[config.mk]
export PLATFORM = sky130hd
export DESIGN_NAME = codificador_hamming_tx
export DESIGN_NICKNAME = d
export VERILOG_FILES = /design/src/rtl/hamming_pkg.sv /design/src/rtl/hamming_enc_comb.sv /design/src/rtl/codificador_hamming_tx.sv
export SDC_FILE = /design/constraint.sdc
export NUM_CORES = 1
export LEC_CHECK = 0
export ABC_AREA = 1
export CORE_MARGIN = 4
export CORE_UTILIZATION = 45
export DETAILED_ROUTE_END_ITERATION = 6
export HOLD_SLACK_MARGIN = 0.12
export PLACE_DENSITY = 0.75
export SYNTH_ARGS = -nofsm -noshare
export SYNTH_HDL_FRONTEND = slang
export SYNTH_SLANG_ARGS = --single-unit
[constraint.sdc]
create_clock -name clk -period 1.79 [get_ports clk]
set_input_delay 0.2685 -clock clk [delete_from_list [all_inputs] [get_ports clk]]
set_output_delay 0.2685 -clock clk [all_outputs]
set_load 0.1 [all_outputs]
[src/rtl/hamming_pkg.sv]
// Shared definitions for the extended Hamming(7,4) transmit and receive chains.
// Bit positions, serializer states and the reference encoder.
package hamming_pkg;

  localparam int P1 = 0;
  localparam int P2 = 1;
  localparam int D0 = 2;
  localparam int P4 = 3;
  localparam int D1 = 4;
  localparam int D2 = 5;
  localparam int D3 = 6;
  localparam int PG = 7;

  typedef enum logic [1:0] {
    IDLE  = 2'd0,
    START = 2'd1,
    DATA  = 2'd2,
    STOP  = 2'd3
  } tx_state_t;

  function automatic logic [7:0] hamming_encode(input logic [3:0] d);
    logic [7:0] c;
    c     = '0;
    c[P1] = d[0] ^ d[1] ^ d[3];
    c[P2] = d[0] ^ d[2] ^ d[3];
    c[D0] = d[0];
    c[P4] = d[1] ^ d[2] ^ d[3];
    c[D1] = d[1];
    c[D2] = d[2];
    c[D3] = d[3];
    c[PG] = ^c[6:0];
    return c;
  endfunction

endpackage

[src/rtl/hamming_enc_comb.sv]
// Combinational SECDED encoder with a single-bit fault-injection mask.
// The flip is applied after the global parity so it shows up as one error.
module hamming_enc_comb
  import hamming_pkg::*;
(
  input  logic [3:0] data_i,
  input  logic [3:0] err_pos_i,
  output logic [7:0] code_o
);

  logic [7:0] mask;

  always_comb begin
    mask = '0;
    if (err_pos_i != 4'd0 && err_pos_i <= 4'd8) begin
      mask = 8'd1 << (err_pos_i - 4'd1);
    end
  end

  assign code_o = hamming_encode(data_i) ^ mask;

endmodule

[src/rtl/codificador_hamming_tx.sv]
// Hamming codeword transmitter: accepts a nibble, encodes it and
// serializes it as start, 8 data bits LSB first, stop.
module codificador_hamming_tx
  import hamming_pkg::*;
#(
  parameter int CLKS_PER_BIT = 4
) (
  input  logic       clk,
  input  logic       rst,
  input  logic [3:0] data_in,
  input  logic       in_valid,
  output logic       in_ready,
  input  logic [3:0] err_pos,
  output logic [7:0] codeword,
  output logic       tx_out,
  output logic       busy,
  output logic       done
);

  localparam int BW = (CLKS_PER_BIT > 1) ? $clog2(CLKS_PER_BIT) : 1;
  localparam logic [BW-1:0] BAUD_LAST = BW'(CLKS_PER_BIT - 1);

  tx_state_t     state_q, state_d;
  logic [BW-1:0] baud_q, baud_d;
  logic [2:0]    idx_q, idx_d;
  logic [7:0]    shreg_q, shreg_d;
  logic [7:0]    cw_q, cw_d;
  logic          tx_q, tx_d;
  logic          done_q, done_d;
  logic [7:0]    enc;
  logic          baud_last;

  hamming_enc_comb u_enc (
    .data_i   (data_in),
    .err_pos_i(err_pos),
    .code_o   (enc)
  );

  assign baud_last = (baud_q == BAUD_LAST);

  // tx_d carries the level of the upcoming cycle so the line is a flop
  always_comb begin
    state_d = state_q;
    baud_d  = baud_q;
    idx_d   = idx_q;
    shreg_d = shreg_q;
    cw_d    = cw_q;
    tx_d    = tx_q;
    unique case (state_q)
      IDLE: begin
        tx_d = 1'b1;
        if (in_valid) begin
          state_d = START;
          baud_d  = '0;
          idx_d   = '0;
          shreg_d = enc;
          cw_d    = enc;
          tx_d    = 1'b0;
        end
      end
      START: begin
        if (baud_last) begin
          state_d = DATA;
          baud_d  = '0;
          tx_d    = shreg_q[0];
        end else begin
          baud_d = baud_q + 1'b1;
        end
      end
      DATA: begin
        if (baud_last) begin
          baud_d = '0;
          if (idx_q == 3'd7) begin
            state_d = STOP;
            tx_d    = 1'b1;
          end else begin
            idx_d   = idx_q + 1'b1;
            shreg_d = {1'b0, shreg_q[7:1]};
            tx_d    = shreg_q[1];
          end
        end else begin
          baud_d = baud_q + 1'b1;
        end
      end
      STOP: begin
        if (baud_last) begin
          state_d = IDLE;
          baud_d  = '0;
          tx_d    = 1'b1;
        end else begin
          baud_d = baud_q + 1'b1;
        end
      end
      default: state_d = IDLE;
    endcase
    done_d = (state_d == STOP) && (baud_d == BAUD_LAST);
  end

  always_ff @(posedge clk or posedge rst) begin
    if (rst) begin
      state_q <= IDLE;
      baud_q  <= '0;
      idx_q   <= '0;
      shreg_q <= '0;
      cw_q    <= '0;
      tx_q    <= 1'b1;
      done_q  <= 1'b0;
    end else begin
      state_q <= state_d;
      baud_q  <= baud_d;
      idx_q   <= idx_d;
      shreg_q <= shreg_d;
      cw_q    <= cw_d;
      tx_q    <= tx_d;
      done_q  <= done_d;
    end
  end

  assign in_ready = (state_q == IDLE);
  assign busy     = (state_q != IDLE);
  assign codeword = cw_q;
  assign tx_out   = tx_q;
  assign done     = done_q;

endmodule

==> results.json <==
{
  "largestClassByArea": "multi-input combinational cells",
  "antenna_violating_nets_post_route": 0,
  "floorplan.nets": 210,
  "grt_max_degree": 19,
  "cts_root_buf": "clkbuf_4",
  "hp-class": "primary input to async pin",
  "synth_top_area_share_pct": 41.4,
  "final_cells": 265,
  "ys_area_um2": 1450,
  "drt_iter0_drc": 75,
  "synth_stat.cells": 196,
  "synthAdderAreaFrac_pct": 2.59,
  "fmax_mhz": 592,
  "clk_share_pct": 1.54,
  "setup_viol": 0,
  "vdd_drop_max_v": 0.000901,
  "wl_met2_um": 1340,
  "grt_pass1_wl_um": 5150,
  "slew_headroom_pct": 81.4,
  "comb_share_pct": 40.5,
  "drt_first_pass_iters": 4,
  "gp_congestion": 0.890,
  "place_ws_ns": 0.114,
  "yosys.stat.seqShare_pct": 43.2,
  "fin_crit_ns": 1.69,
  "start_kind": "flip-flop",
  "lay_top_count": "nand2_1",
  "power.total_uw": 3450,
  "ff_count": 25,
  "top_area_cell": "dfrtp_1",
  "syn_area_per_cell_um2": 7.41,
  "path_clk_slew_ns": 0.14,
  "routedWlPerCell_um": 11.5,
  "seq_share_pct": 35.0,
  "clock_sinks": 25,
  "die-height_um": 64.8,
  "antenna_found_initial": 0,
  "slowest_stage": "dfrtp_1",
  "worstPathRequired_ns": 1.52,
  "stdcell_area_um2": 1790,
  "die_x_um": 64.8,
  "cts_buffer_depth": 2,
  "buffers": 23,
  "path_max_fanout": 7,
  "yosysMostFrequentCell": "nand2_1",
  "grt_pass1_vias": 1163,
  "tritoncts": "done",
  "syn_area_um2": 1450,
  "synth_top_flop_cell": "dfrtp_1",
  "fin_skew_ns": 0.0154,
  "maxCapViolCount": 0,
  "syn2layout_area_growth_pct": 23.4,
  "cp_cell_sequence": "nor2_4, inv_1, buf_12",
  "cts_resized": 0,
  "worst_slew_pin_slew_ns": 0.276,
  "crit_path_end_kind": "output port",
  "fin_crit_sh_pct": 94.4,
  "p_leak_uw": 0.000925,
  "placedCellCount": 261,
  "lay_top_cells": "67 x nand2_1, 24 x nand3_1, 24 x dfrtp_1, 19 x inv_1, 19 x nor2_1",
  "fillers": 292,
  "edf_count": 0,
  "highest_layer": "met4",
  "synth_warnings": 0,
  "nMultiInputCombCells": 147,
  "dieArea_um2": 4200,
  "insertion_delay_ns": 0.32,
  "status": "finished clean",
  "htreeDepth": 1,
  "rsz0062_at_grt": "no",
  "fin_nets": 236,
  "drive_gt1_share_pct": 12.2,
  "vias_per_cell": 4.83,
  "simple_gate_area_share_pct": 35.9,
  "nWellTaps": 44,
  "clkbuf_count": 3,
  "synthDistinctLibCells": 29,
  "synthTopCellsByCount": "67 x nand2_1, 24 x dfrtp_1, 24 x nand3_1, 19 x inv_1, 19 x nor2_1",
  "nonClkBufAreaFrac_pct": 15.2,
  "comb_area_um2": 726,
  "n_all_inverters": 22,
  "grt_busiest_layer": "met2",
  "critical-path-max-stage-delay_ns": 0.50,
  "power.density_nw_per_um2": 1930,
  "worst_ep_arrival_time_ns": 1.42,
  "dr_wl_met3_um": 136,
  "grt_overflow": 0,
  "finalSetupTns_ns": 0
}
-- report_power, final --
| part | leakage (µW) | internal (µW) | total, µW | switching, µW |
|---|---|---|---|---|
| clock | 0.0000177 | 83.6 | 245 | 161 |
| combinational | 0.000604 | 649 | 2170 | 1530 |
| sequential | 0.000303 | 835 | 1030 | 199 |
-- path summary, 6_finish.rpt --
check,startpoint,to,slack (ns),cells after the start
setup / recovery,state_q[1],busy,0.10,3
hold / removal,rst,shreg_q[7],0.16,2
setup reg to reg,state_q[1],idx_q[0],0.21,7
hold reg to reg,codeword[7],codeword[7],0.50,2
max in group asynchronous,rst,tx_out,1.05,3
min in group clk,codeword[7],codeword[7],0.50,2
-- flip-flops by register name (all words and copies together), names as in the netlist --
signal    flops
codeword      8
baud_q        2
tx_out        1
idx_q         3
done          1
state_q       2
shreg_q       8
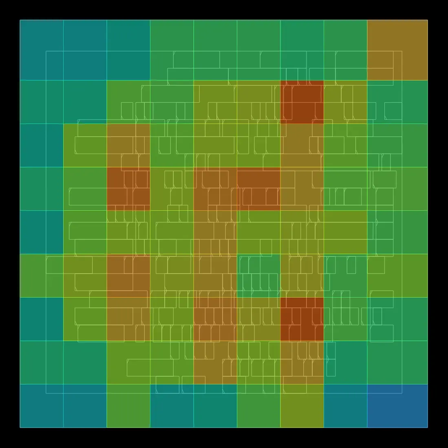
(routing congestion)
gr usage total: 15.5%
grt met2 use: 24.3%
met3 Usage GRT: 3.99%

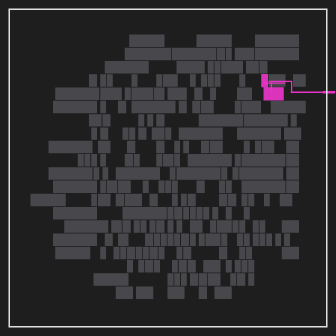
(nets reached from selected ports)
legend:
  `in_valid`:
    color: magenta
    bits: 1
    direction: input
    end_cells: 2
    buffers: 1
    wire: 20.1 µm
I/O pin cnt: 23
IO buf count: 22

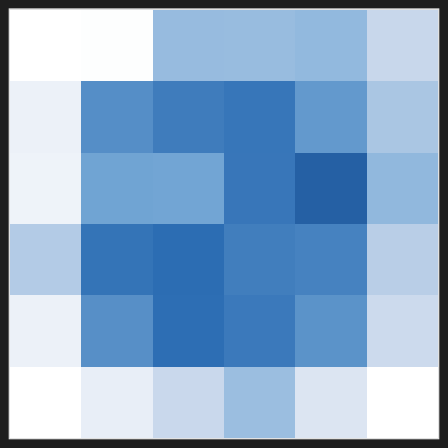
(local utilization)
The die is cut into 6 by 6 equal tiles; white is low, dark blue is high, 0 to 100% covered.
nearly empty tiles: 11%
mean over tiles: 41%
densest ninth of the die: middle
tiles over 75% full: 8.3%
fullest tile: 81%
Core Util, Final: 58.2%
fp_density: 47.2%
Core ar.: 3080 µm²

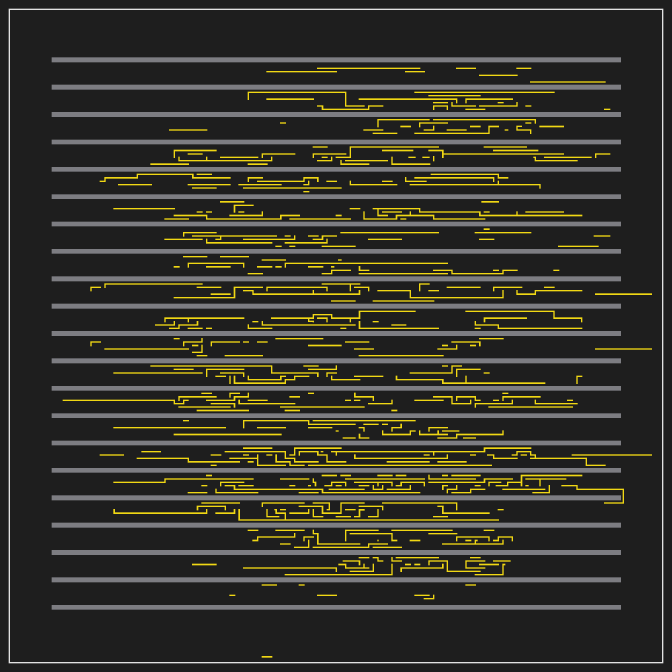
(met1 routing)
Supply wires on this layer in gray.
share of all routed wire: 51%
longest straight run: 25.8 µm
main direction: horizontal
WL final: 3040 µm
met1 Resource Use GR: 21.9%
via total after detailed routing: 1,279

Power is estimated from default activity; no workload was simulated.
